Figure 1. Selected gate families (run 1).
Drawn at 2 px/um.
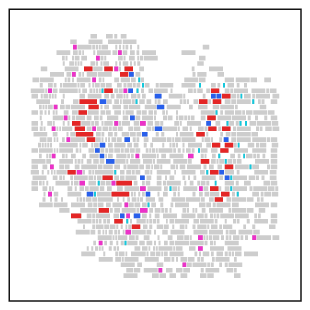
Figure 2. Placement view (run 1).
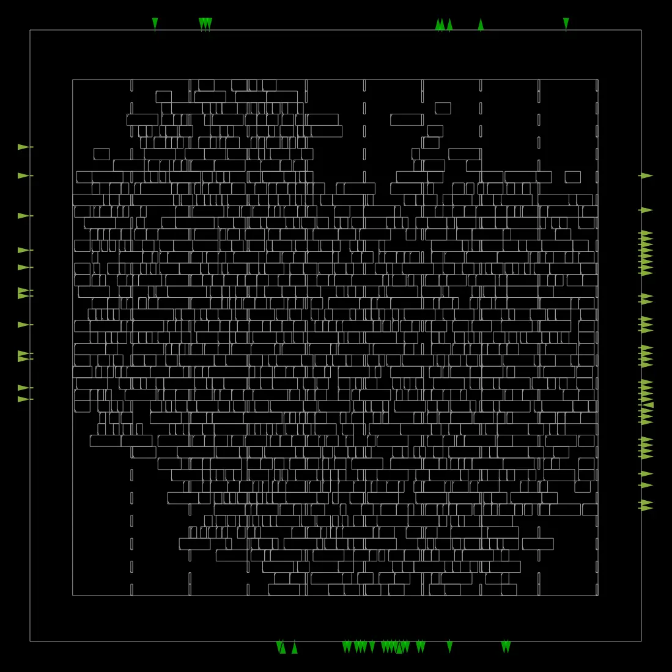
Figure 3. Wire density map (run 1).
Drawn at 2 px/um. The die is cut into 29 by 29 equal tiles; dark purple is low, yellow is high, scaled to the fullest tile. Values are wire area over tile area, all layers added.
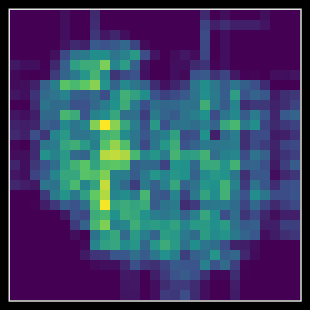
`src/rtl/histogram_derivative_stream.sv`:
```
// -----------------------------------------------------------------------------
// histogram_derivative_stream
//
// Streaming discrete-derivative engine for intensity histograms. Bins arrive
// one per beat, in order 0..NUM_BINS-1, and one signed derivative leaves per
// bin. Two modes are supported:
//   backward : d[0] = 0, d[i] = h[i] - h[i-1]
//   central  : d[i] = (h[i+1] - h[i-1]) >>> 1, with the edges replicated
// Each result is saturated to OUT_WIDTH. A peak flag is raised when the
// previous derivative was positive and the current one is non-positive.
// The bin with the largest derivative of each completed frame is reported.
//
// Ports
//   i_clk, i_rst_n   clock, synchronous active-low reset
//   i_mode           0 = backward, 1 = central (sampled on the bin 0 beat)
//   i_s_valid/o_s_ready/i_s_data          input bin stream
//   o_m_valid/i_m_ready/o_m_data          output derivative stream
//   o_m_bin, o_m_last, o_m_peak, o_m_sat  output sideband
//   o_frame_done     one-cycle pulse after the last output handshake
//   o_max_bin/o_max_val  largest derivative of the last completed frame
// -----------------------------------------------------------------------------
module histogram_derivative_stream #(
   parameter  int NUM_BINS  = 256,
   parameter  int IN_WIDTH  = 16,
   parameter  int OUT_WIDTH = 17,
   localparam int BW        = $clog2(NUM_BINS)
) (
   input  logic                 i_clk,
   input  logic                 i_rst_n,
   input  logic                 i_mode,
   input  logic                 i_s_valid,
   output logic                 o_s_ready,
   input  logic [IN_WIDTH-1:0]  i_s_data,
   output logic                 o_m_valid,
   input  logic                 i_m_ready,
   output logic [OUT_WIDTH-1:0] o_m_data,
   output logic [BW-1:0]        o_m_bin,
   output logic                 o_m_last,
   output logic                 o_m_peak,
   output logic                 o_m_sat,
   output logic                 o_frame_done,
   output logic [BW-1:0]        o_max_bin,
   output logic [OUT_WIDTH-1:0] o_max_val
);

   localparam int            DW       = IN_WIDTH + 1;
   localparam logic [BW-1:0] LAST_BIN = BW'(NUM_BINS - 1);
   localparam longint        SAT_MAX  = (longint'(1) << (OUT_WIDTH - 1)) - 1;
   localparam longint        SAT_MIN  = -SAT_MAX - 1;

   typedef enum logic [1:0] {
      ST_FIRST = 2'd0,
      ST_RUN   = 2'd1,
      ST_FLUSH = 2'd2
   } state_t;

   state_t                       state;
   state_t                       state_nxt;
   logic [BW-1:0]                cnt;        // index of the next input bin
   logic                         mode_r;     // mode latched for the frame
   logic [IN_WIDTH-1:0]          h_prev1;    // h[i-1] relative to the incoming bin
   logic [IN_WIDTH-1:0]          h_prev2;    // h[i-2] relative to the incoming bin
   logic signed [OUT_WIDTH-1:0]  prev_d;     // last emitted derivative (peak detect)
   logic signed [OUT_WIDTH-1:0]  run_max_val;
   logic [BW-1:0]                run_max_bin;

   logic                         out_free;
   logic                         accept;
   logic                         load;
   logic                         mode_eff;
   logic                         out_hs;
   logic                         take_max;

   logic [IN_WIDTH-1:0]          sub_a;
   logic [IN_WIDTH-1:0]          sub_b;
   logic                         do_shift;
   logic signed [DW-1:0]         diff_raw;
   logic signed [DW-1:0]         diff;
   logic signed [OUT_WIDTH-1:0]  d_sat;
   logic                         clip;
   logic [BW-1:0]                bin_nxt;
   logic                         peak_nxt;

   assign out_free = !o_m_valid || i_m_ready;
   assign accept   = i_s_valid && o_s_ready;
   assign out_hs   = o_m_valid && i_m_ready;
   // In FIRST the live i_mode governs the bin 0 beat; afterwards the latched copy.
   assign mode_eff = (state == ST_FIRST) ? i_mode : mode_r;
   // Central mode emits nothing for bin 0; FLUSH produces the final bin on its own.
   assign load     = (accept && !(state == ST_FIRST && i_mode)) ||
                     (state == ST_FLUSH && out_free);

   // ---------------------------------------------------------------- FSM
   // NOTE: sequential state uses non-blocking assignments so every register
   // samples pre-edge values regardless of block evaluation order.
   always_ff @(posedge i_clk) begin
      if (!i_rst_n) state <= ST_FIRST;
      else          state <= state_nxt;
   end

   // NOTE: every variable written here gets a default first, so no path
   // leaves it unassigned and no latch is inferred.
   always_comb begin
      state_nxt = state;
      case (state)
         ST_FIRST: if (accept) state_nxt = ST_RUN;
         ST_RUN:   if (accept && cnt == LAST_BIN)
                      state_nxt = mode_r ? ST_FLUSH : ST_FIRST;
         ST_FLUSH: if (out_free) state_nxt = ST_FIRST;
         default:  state_nxt = ST_FIRST;
      endcase
   end

   always_comb begin
      o_s_ready = i_rst_n && out_free && (state != ST_FLUSH);
   end

   // ---------------------------------------------------------------- datapath
   always_comb begin
      sub_a    = i_s_data;
      sub_b    = i_s_data;
      do_shift = 1'b0;
      if (state == ST_FLUSH) begin
         // h[N] replicates h[N-1]: d[N-1] = (h[N-1] - h[N-2]) >>> 1
         sub_a    = h_prev1;
         sub_b    = h_prev2;
         do_shift = 1'b1;
      end else if (mode_eff) begin
         // Incoming bin j yields d[j-1] = (h[j] - h[j-2]) >>> 1; h_prev2 holds
         // h[0] twice at the start, giving the h[-1] = h[0] replication.
         sub_b    = (state == ST_FIRST) ? i_s_data : h_prev2;
         do_shift = 1'b1;
      end else begin
         // Bin 0 subtracts itself so d[0] = 0.
         sub_b    = (state == ST_FIRST) ? i_s_data : h_prev1;
      end

      diff_raw = $signed({1'b0, sub_a}) - $signed({1'b0, sub_b});
      diff     = do_shift ? (diff_raw >>> 1) : diff_raw;

      clip  = 1'b0;
      d_sat = OUT_WIDTH'(diff);
      if (longint'(diff) > SAT_MAX) begin
         clip  = 1'b1;
         d_sat = OUT_WIDTH'(SAT_MAX);
      end else if (longint'(diff) < SAT_MIN) begin
         clip  = 1'b1;
         d_sat = OUT_WIDTH'(SAT_MIN);
      end

      if (state == ST_FLUSH) bin_nxt = LAST_BIN;
      else if (mode_eff)     bin_nxt = cnt - BW'(1);
      else                   bin_nxt = cnt;

      peak_nxt = (bin_nxt != '0) && (prev_d > 0) && (d_sat <= 0);
   end

   // Input side: bin counter, mode latch and history of the last two bins.
   always_ff @(posedge i_clk) begin
      if (!i_rst_n) begin
         cnt     <= '0;
         mode_r  <= 1'b0;
         h_prev1 <= '0;
         h_prev2 <= '0;
      end else if (accept) begin
         if (state == ST_FIRST) begin
            mode_r  <= i_mode;
            cnt     <= BW'(1);
            h_prev1 <= i_s_data;
            h_prev2 <= i_s_data;
         end else begin
            cnt     <= (cnt == LAST_BIN) ? '0 : cnt + BW'(1);
            h_prev2 <= h_prev1;
            h_prev1 <= i_s_data;
         end
      end
   end

   // Single-entry output register; it holds while stalled.
   always_ff @(posedge i_clk) begin
      if (!i_rst_n) begin
         o_m_valid <= 1'b0;
         o_m_data  <= '0;
         o_m_bin   <= '0;
         o_m_last  <= 1'b0;
         o_m_peak  <= 1'b0;
         o_m_sat   <= 1'b0;
         prev_d    <= '0;
      end else if (load) begin
         o_m_valid <= 1'b1;
         o_m_data  <= d_sat;
         o_m_bin   <= bin_nxt;
         o_m_last  <= (bin_nxt == LAST_BIN);
         o_m_peak  <= peak_nxt;
         o_m_sat   <= clip;
         prev_d    <= d_sat;
      end else if (i_m_ready) begin
         o_m_valid <= 1'b0;
      end
   end

   // ---------------------------------------------------------------- frame max
   // Tracked on output handshakes; bin 0 seeds the tracker, strict '>' keeps
   // the lowest bin on ties.
   assign take_max = (o_m_bin == '0) || ($signed(o_m_data) > run_max_val);

   always_ff @(posedge i_clk) begin
      if (!i_rst_n) begin
         run_max_val  <= '0;
         run_max_bin  <= '0;
         o_max_bin    <= '0;
         o_max_val    <= '0;
         o_frame_done <= 1'b0;
      end else begin
         o_frame_done <= out_hs && o_m_last;
         if (out_hs) begin
            if (take_max) begin
               run_max_val <= $signed(o_m_data);
               run_max_bin <= o_m_bin;
            end
            if (o_m_last) begin
               o_max_bin <= take_max ? o_m_bin  : run_max_bin;
               o_max_val <= take_max ? o_m_data : run_max_val;
            end
         end
      end
   end

endmodule

```
`config.mk`:
```
export PLATFORM = sky130hd
export DESIGN_NAME = histogram_derivative_stream
export DESIGN_NICKNAME = d
export VERILOG_FILES = /design/src/rtl/histogram_derivative_stream.sv
export SDC_FILE = /design/constraint.sdc
export NUM_CORES = 1
export LEC_CHECK = 0
export CAP_MARGIN = 0
export CORE_MARGIN = 10
export CORE_UTILIZATION = 45
export CTS_BUF_LIST = sky130_fd_sc_hd__clkbuf_4 sky130_fd_sc_hd__clkbuf_8
export CTS_CLUSTER_DIAMETER = 150
export DETAILED_ROUTE_END_ITERATION = 12
export PLACE_DENSITY = 0.75
export SYNTH_ARGS = -nofsm -noshare
export SYNTH_HDL_FRONTEND = slang
export SYNTH_SLANG_ARGS = --single-unit
export TNS_END_PERCENT = 10
```
`constraint.sdc`:
```
create_clock -name i_clk -period 3.2 [get_ports i_clk]
set_input_delay 0.8 -clock i_clk [delete_from_list [all_inputs] [get_ports i_clk]]
set_output_delay 0.8 -clock i_clk [all_outputs]
set_load 0.05 [all_outputs]
```
==> out/summary.log, run 1 <==
qor: outcome.outcome finished, final reports clean
qor: cts.cts_clk_pin_slew_worst_paths 80 ps
qor: grt.grt_antenna_before_repair 0
qor: worst_setup_path.worst_setup_path_end_kind flop
qor: route.ant_nets 0
qor: placed_design.dp.cells 1217
qor: synth.total_of_flip_flops_plus_latches_after_synthesis 123
qor: grt.grt_use_met1 0.2284
qor: power_and_ir_drop.pwr-share-seq 0.385
qor: synth.synth-edff-count 0
qor: cts.cts_buffers 17
qor: cts.tritoncts done
qor: die.die_w 145.1 um
qor: worst_setup_path.critPathLaunchType primary input
qor: power_and_ir_drop.clock_power_share 0.309
qor: synth.synthDistinctLibCells 68
qor: cts.clock_h_tree_levels 4
qor: worst_setup_path.timing.critical_path.max_delay_family AND-OR/OR-AND gates
qor: synth.number_of_nets_at_floorplan 951
qor: placed_design.placement.io_buffers 76
qor: timing.setup_repair_after_global_routing_missed_its_margin true
qor: timing.finalClockSkew 16.39 ps
qor: worst_setup_path.worst_r2r_path_depth 17
qor: synth.netlist_instances 893
qor: synth.most_used_flip_flop_cell sky130_fd_sc_hd__dfxtp_1
qor: power_and_ir_drop.total_power 4262 uW
qor: synth.async_sr_flop_fraction 0
qor: die.chip_area 0.02105 mm2
qor: min_path.hold-path-cell-count 2
qor: worst_setup_path.crit_path_dat 3520 ps
qor: run.log.warning_count 29
qor: grt.vias_in_the_first_global_route 6487
qor: synth.syn-mean-instance-area 7.883 um2
qor: power_and_ir_drop.pwr-share-comb 0.306
qor: grt.groute.layer.met3.usage 0.03663
qor: layout.share_of_final_layout_standard_cells_stronger_than_drive_strength_1 0.2082
qor: grt.met2_global_route_usage 0.2694
qor: timing.min_period 3137 ps
qor: timing.worst_slew_pin_slew 662.7 ps
qor: grt.layer_with_the_highest_usage met2
qor: die.die_height 145.1 um
qor: timing.relative_slew_slack 0.5582
qor: run.cap_violations 0
qor: timing.max_freq 318.8 MHz
qor: power_and_ir_drop.max-vdd-ir-drop 0.0002420 V
qor: min_path.holdCritStartpoint run_max_bin[7]
qor: min_path.whs_endpoint run_max_bin[7]
qor: grt.grt_max_degree 78
qor: route.drc 0
qor: worst_setup_path.cpMaxStageDelayCell sky130_fd_sc_hd__fa_2
qor: synth.yosys_cells 893
qor: worst_setup_path.r2r_slack 70 ps
qor: worst_setup_path.critical_path.reg2reg.endpoint prev_d[11]
qor: timing.setup_viol_count_final 0
qor: die.top_level_ports 77
qor: route.drtPass1Iterations 6
qor: route.initialDrtViolationCount 492
qor: grt.grt_first_pass_wirelength 31.42 mm
qor: worst_setup_path.criticalPathCategory in -> reg
qor: min_path.worst_hold_path_type reg -> reg
qor: layout.fin_nets 1097
qor: cts.clock-root-buffer sky130_fd_sc_hd__clkbuf_8
qor: cts.clock_sinks 123
qor: power_and_ir_drop.power.leakage 0.003774 uW
qor: route.vias_per_instance 5.568
qor: die.floorplan.initialDensity 0.4613
qor: worst_setup_path.critical_path.cell_chain clkdlybuf4s15_1, and2_4, a221o_1, ha_2, inv_1, fa_2, a21oi_2, o22ai_2, o41ai_2, buf_4, o21bai_1, a21oi_2, xnor2_2, buf_4, a21bo_2, a21oi_1
qor: worst_setup_path.max_stage_delay 370 ps
qor: synth.yosysChipArea 0.007039 mm2
qor: timing.pins_over_slew_limit 0
qor: power_and_ir_drop.pwr.group.combinational 1310 uW
qor: grt.grt_overflow_total 0
qor: cts.holdBufCountCts 0
qor: power_and_ir_drop.total_switching_power 1483 uW
qor: cts.clkLatencyLatePin 460 ps
qor: worst_setup_path.r2r-start state[0]
qor: timing.min_period_over_period 0.9802
qor: layout.final_layout_top_logic_cells sky130_fd_sc_hd__nand2_1, sky130_fd_sc_hd__dfxtp_1, sky130_fd_sc_hd__buf_4
qor: synth.synth_area 0.007039 mm2
qor: synth.seq_area_frac_synth 0.3498
qor: worst_setup_path.crit_required 3580 ps
qor: timing.final_number_of_hold_violating_endpoints 0
qor: layout.layout-area-overhead-vs-synth 32.63%
qor: worst_setup_path.critPathMaxFanout 3
qor: power_and_ir_drop.pg_seq 1640 uW
qor: power_and_ir_drop.clk-power 1320 uW
qor: synth.synth-warning-count 0
qor: placed_design.detailedPlacementHpwl 13.11 mm
qor: power_and_ir_drop.switching_share 0.3479
qor: cts.clock_tree.buffer_depth 2
qor: power_and_ir_drop.power-per-cell-area 456.5 mW/mm2
qor: power_and_ir_drop.internal_power 2779 uW
qor: placed_design.final_weighted_congestion_in_routability_driven_placement 0.8878
qor: power_and_ir_drop.power.group.top registers
qor: layout.insertedDiodeCount 0
qor: worst_setup_path.timing.critical_path.from i_s_data[0]
qor: worst_setup_path.number_of_buffers_and_inverters_on_the_critical_path 4
Back to the opening pictures, Figure 1:
Key: magenta = and/or cells [cells 35, most used and2_1]; red = fa/ha/maj cells [cells 37, most used ha_1]; blue = non-inverting ao/oa cells [cells 24, most used a21o_1]; cyan = inv cells [cells 31, most used inv_1]
tally of non-filler cells in the final layout: 1263
most instantiated logic cell after routing: sky130_fd_sc_hd__nand2_1

Back to the opening pictures, Figure 2:
area inside the core boundary: 0.01526 mm2
# Taps: 211
number of cell rows: 45

Back to the opening pictures, Figure 3:
The emptiest ninth of the die: bottom left. The mean over all tiles is 0.15. 15% of the tiles are over half the peak.
Total Routing Usage GR: 0.1728
Via Count: 7033
total routed wirelength: 19.72 mm
WL/cell: 15.61 um

-- run 1: Yosys cell counts, drive strengths merged, types with 3 or more instances --
| cell | count | area (um2) |
|---|---|---|
| nand2 | 132 | 495.5 |
| dfxtp | 123 | 2462 |
| a21oi | 77 | 385.4 |
| nor2 | 77 | 291.5 |
| o21ai | 54 | 270.3 |
| clkbuf | 48 | 230.2 |
| nand3 | 38 | 190.2 |
| ha | 36 | 450.4 |
| nor3 | 34 | 175.2 |
| a211oi | 33 | 247.7 |
| inv | 30 | 112.6 |
| mux2i | 27 | 270.3 |
| and2 | 20 | 125.1 |
| o31ai | 16 | 120.1 |
| a221oi | 15 | 131.4 |
| buf | 14 | 90.08 |
| a21o | 11 | 82.58 |
| xnor2 | 9 | 78.83 |
| xor2 | 9 | 78.83 |
| nor4 | 8 | 65.06 |
| nor2b | 7 | 43.79 |
| nand4 | 6 | 37.54 |
| o211ai | 6 | 45.04 |
| a311oi | 5 | 43.79 |
| and3 | 5 | 31.28 |
| nand2b | 4 | 27.53 |
| a31oi | 3 | 18.77 |
| nor4b | 3 | 32.53 |
| o2111ai | 3 | 26.28 |
| o21a | 3 | 22.52 |
| or2 | 3 | 18.77 |
-- run 1: final cells by class --
type	count	area [um2]
flip-flops and latches	123	2469
clock buffers	19	261.5
fillers	1287	5922
clock inverters	13	103.9
multi-input cells	676	4428
inverters	31	116.4
repair buffers	190	1694
well taps	211	264.0
-- run 1: flip-flops by register name (all words and copies together), names as in the netlist, 2 cells and up --
name,count
o_m_bin,8
h_prev1,16
prev_d,17
o_max_val,17
h_prev2,16
run_max_val,17
state,2
run_max_bin,8
o_max_bin,8
cnt,8
-- run 1: through the flow --
step                        util  hold slack (ps)  worst slack, ps  cell area (um2)  setup TNS, ps
final                     0.6119            459.1            63.22             9336              0
after detailed placement  0.5595            451.1           -701.9             8537          -7408
after CTS                 0.5916            463.6            9.245             9026              0
after global routing      0.6119            473.0           -70.04             9336         -206.8
after floorplan                -            435.3            5.794             7044              0
after global placement    0.5595            443.1           -590.7             8537          -6243
-- run 1: worst max-delay path by stage --
stage	endpoint	slack, ps	depth (start not counted)
6_report	prev_d[11]	60	16
4_1_cts	prev_d[12]	9	15
2_1_floorplan	prev_d[12]	6	15
5_1_grt	prev_d[11]	-70	17
3_3_place_gp	o_m_peak	-590	13
3_5_place_dp	o_m_peak	-700	15
-- run 1: per-layer routing --
metal | part of all wire | vias up
li1 | - | 3487
met1 | 0.46 | 3299
met2 | 0.47 | 211
met3 | 0.050 | 36
met4 | 0.024 | 0
met5 | 0 | -
-- run 1: cell families after synthesis --
| logic type | count (synthesis) | synth area share |
|---|---|---|
| AND-OR/OR-AND | 247 | 0.2257 |
| flip-flops | 123 | 0.3498 |
| multiplexers | 27 | 0.03839 |
| adder cells (fa/ha/maj) | 37 | 0.06683 |
| AND/OR/NAND/NOR | 347 | 0.2302 |
| buffers and inverters | 94 | 0.06665 |
| XOR/XNOR | 18 | 0.02240 |
-- run 1: timing repair --
item                                   4_1_cts  5_1_grt
endpoints found under the hold margin        0        0
gates resized                               19       53
setup endpoints to repair                    9       11
buffers inserted                             8        6
cloned                                       0        0
pin swaps                                    7       26
--- run 2 (diff from run 1) ---
--- a/config.mk
+++ b/config.mk
@@ -12,6 +12,7 @@
 export CTS_CLUSTER_DIAMETER = 150
 export DETAILED_ROUTE_END_ITERATION = 12
 export PLACE_DENSITY = 0.75
+export SLEW_MARGIN = 20
 export SYNTH_ARGS = -nofsm -noshare
 export SYNTH_HDL_FRONTEND = slang
 export SYNTH_SLANG_ARGS = --single-unit
Figure 4. Signal wires by layer (run 2).
Drawn at 2 px/um. Two of the layers only.
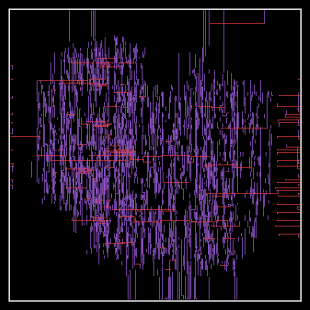
Key: red = metal 3 [wire length 996 um]; purple = metal 2 [wire length 9210 um]

==> out/summary.log, run 2 <==
qor: route.drc 0 [unchanged]
qor: die.top_level_ports 77 [unchanged]
qor: synth.ys_sh_mux 0.03839 [unchanged]
qor: layout.logic_area 0.004428 mm2 [unchanged]
qor: timing.min_period 3137 ps [unchanged]
qor: synth.total_of_flip_flops_plus_latches_after_synthesis 123 [unchanged]
qor: cts.clkLatencyLatePin 460 ps [about the same]
qor: run.cap_violations 0 [unchanged]
qor: layout.insertedDiodeCount 0 [unchanged]
qor: cts.clock_h_tree_levels 4 [unchanged]
qor: grt.grt_use_total 0.1728 [unchanged]
qor: min_path.worst_hold_path_type reg -> reg [unchanged]
qor: timing.relative_slew_slack 0.5582 [unchanged]
qor: synth.post_synth_fa_ha_maj_area_fraction 0.06683 [unchanged]
qor: layout.layout-area-overhead-vs-synth 32.63% [unchanged]
qor: timing.setup_repair_after_global_routing_missed_its_margin true [unchanged]
qor: route.routed_wl 19.72 mm [unchanged]
qor: worst_setup_path.crit_required 3580 ps [about the same]
qor: grt.grt_max_degree 78 [unchanged]
qor: grt.grt_first_pass_wirelength 31.42 mm [unchanged]
qor: synth.synth_area 0.007039 mm2 [unchanged]
qor: die.floorplan.initialDensity 0.4613 [unchanged]
qor: synth.number_of_nets_at_floorplan 951 [unchanged]
qor: outcome.outcome finished, final reports clean [unchanged]
qor: synth.yosysChipArea 0.007039 mm2 [unchanged]
qor: synth.top_cells_by_area_synth sky130_fd_sc_hd__dfxtp_1, sky130_fd_sc_hd__nand2_1, sky130_fd_sc_hd__ha_1 [unchanged]
qor: route.drtPass1Iterations 6 [unchanged]
qor: layout.most_instantiated_logic_cell_after_routing sky130_fd_sc_hd__nand2_1 [unchanged]
qor: die.placement_rows 45 [unchanged]
qor: worst_setup_path.critical_path.endpoint prev_d[11] [unchanged]
qor: power_and_ir_drop.max-vdd-ir-drop 0.0002420 V [unchanged]
qor: timing.min_period_over_period 0.9802 [unchanged]
qor: synth.and_or_or_and_share_of_the_synthesized_area 0.2257 [unchanged]
qor: synth.netlist.area_leader.share 0.3498 [unchanged]
qor: synth.top_area_cell sky130_fd_sc_hd__dfxtp_1 [unchanged]
qor: grt.vias_in_the_first_global_route 6487 [unchanged]
qor: worst_setup_path.critPathLaunchType primary input [unchanged]
qor: route.initialDrtViolationCount 492 [unchanged]
qor: cts.clock-root-buffer sky130_fd_sc_hd__clkbuf_8 [unchanged]
qor: die.die_height 145.1 um [unchanged]
qor: synth.yosys.area_share.xor_xnor 0.02240 [unchanged]
qor: route.via_count 7033 [unchanged]
qor: synth.yosys_cells 893 [unchanged]
qor: timing.setup_total_negative_slack 0 ps [unchanged]
qor: cts.clock_tree.buffer_depth 2 [unchanged]
qor: cts.clock_sinks 123 [unchanged]
qor: worst_setup_path.worst_r2r_path_depth 17 [unchanged]
qor: placed_design.detailedPlacementHpwl 13.11 mm [unchanged]
qor: synth.netlist_instances 893 [unchanged]
qor: synth.top_logic_kind simple AND/OR/NAND/NOR gates [unchanged]
qor: run.log.warning_count 29 [unchanged]
qor: synth.seq_area_frac_synth 0.3498 [unchanged]
qor: layout.seqCellArea 0.002469 mm2 [unchanged]
qor: synth.most_used_flip_flop_cell sky130_fd_sc_hd__dfxtp_1 [unchanged]
qor: placed_design.placement.io_buffers 76 [unchanged]
qor: die.area_inside_the_core_boundary 0.01526 mm2 [unchanged]
qor: layout.final.fill_count 1287 [unchanged]
qor: timing.worst_slew_pin_slew 662.7 ps [unchanged]
qor: grt.grt_antenna_before_repair 0 [unchanged]
qor: timing.worst_hold_slack 459.1 ps [unchanged]
qor: synth.post_synth_most_frequent_cells sky130_fd_sc_hd__nand2_1, sky130_fd_sc_hd__dfxtp_1, sky130_fd_sc_hd__a21oi_1 [unchanged]
qor: synth.synth-edff-count 0 [unchanged]
qor: timing.pins_over_slew_limit 0 [unchanged]
qor: synth.most_used_standard_cell_by_instance_count_after_synthesis sky130_fd_sc_hd__nand2_1 [unchanged]
qor: layout.fin_nets 1097 [unchanged]
qor: cts.cts_buffers 17 [unchanged]
qor: timing.final_number_of_hold_violating_endpoints 0 [unchanged]
qor: die.chip_area 0.02105 mm2 [unchanged]
qor: synth.area_fraction_in_and_or_nand_and_nor_cells_after_synthesis 0.2302 [unchanged]
qor: worst_setup_path.criticalPathCategory in -> reg [unchanged]
Figure 5. Selected gate families (run 2).
Drawn at 2 px/um.
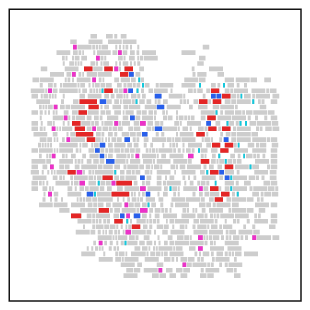
Key: magenta = and/or cells [cells 35, most used and2_1]; blue = non-inverting ao/oa cells [cells 24, most used a21o_1]; cyan = inv cells [cells 31, most used inv_1]; red = fa/ha/maj cells [cells 37, most used ha_1]
share of cell area taken by multi-input logic gates: 0.4743

==> run 2: cell counts after synthesis <==
No cell type changed its count.
==> run 2: how the worst min path moves through the flow <==
stage	startpoint	end	slack, ps	cells past startpoint
after floorplan	run_max_bin[1]	run_max_bin[1]	440	2
after global routing	run_max_bin[3]	run_max_bin[3]	470	2
final	run_max_bin[7]	run_max_bin[7]	460	2
after global placement	run_max_bin[7]	run_max_bin[7]	440	2
after CTS	run_max_bin[7]	run_max_bin[7]	460	2
after detailed placement	run_max_bin[5]	run_max_bin[5]	450	2
==> run 2: report_power, final <==
group,leakage [uW],internal [uW],switching [uW],total (uW)
clock network,0.000185,594,723,1320
logic,0.00259,605,701,1310
registers,0.00100,1580,59.0,1640
total,0.00377,2780,1480,4260
==> run 2: worst max-delay path: stages <==
cell and delay, ps:
sky130_fd_sc_hd__clkdlybuf4s15_1 270, sky130_fd_sc_hd__and2_4 180, sky130_fd_sc_hd__a221o_1 150, sky130_fd_sc_hd__ha_2 190, sky130_fd_sc_hd__inv_1 60, sky130_fd_sc_hd__fa_2 370
sky130_fd_sc_hd__a21oi_2 190, sky130_fd_sc_hd__o22ai_2 140, sky130_fd_sc_hd__o41ai_2 210, sky130_fd_sc_hd__buf_4 170, sky130_fd_sc_hd__o21bai_1 80, sky130_fd_sc_hd__a21oi_2 180
sky130_fd_sc_hd__xnor2_2 100, sky130_fd_sc_hd__buf_4 140, sky130_fd_sc_hd__a21bo_2 200, sky130_fd_sc_hd__a21oi_1 110
==> run 2: cell families after synthesis <==
| family | after synthesis |
|---|---|
| XOR/XNOR | 18 |
| adder cells (fa/ha/maj) | 37 |
| buffers and inverters | 94 |
| multiplexers | 27 |
| AND-OR/OR-AND | 247 |
| flip-flops | 123 |
| AND/OR/NAND/NOR | 347 |
==> run 2: routing by layer <==
metal | vias up | track usage | share of wire
met5 | - | 0 | 0
met1 | 3299 | 0.2284 | 0.46
met4 | 0 | 0.06673 | 0.024
li1 | 3487 | - | -
met2 | 211 | 0.2694 | 0.47
met3 | 36 | 0.03663 | 0.050
==> run 2: final cells by class <==
class / instances / area share
Sequential cell: 123 / 0.2644
Multi-Input combinational cell: 676 / 0.4743
Timing Repair Buffer: 190 / 0.1815
Inverter: 31 / 0.01246
Tap cell: 211 / 0.02828
Clock buffer: 19 / 0.02801
Clock inverter: 13 / 0.01112
==> run 2: metrics by stage <==
| stage | std cells | area [um2] | utilization | total power, uW | setup slack, ps |
|---|---|---|---|---|---|
| floorplan | 893 | 7044 | - | 2413 | 5.794 |
| global placement | 1217 | 8537 | 0.5595 | 2822 | -590.7 |
| detailed placement | 1217 | 8537 | 0.5595 | 2846 | -701.9 |
| CTS | 1257 | 9026 | 0.5916 | 4173 | 9.245 |
| global route | 1263 | 9336 | 0.6119 | 4453 | -70.04 |
| finish | 1263 | 9336 | 0.6119 | 4262 | 63.22 |
==> run 2: repair_timing <==
action	CTS	global route
hold buffers	0	0
gates resized	19	53
cloned	0	0
pin swaps	7	26
setup endpoints to repair	9	11
hold endpoints to repair	0	0
setup buffers	8	6
Power figures rest on the tool's default switching activity, not on a simulated workload.
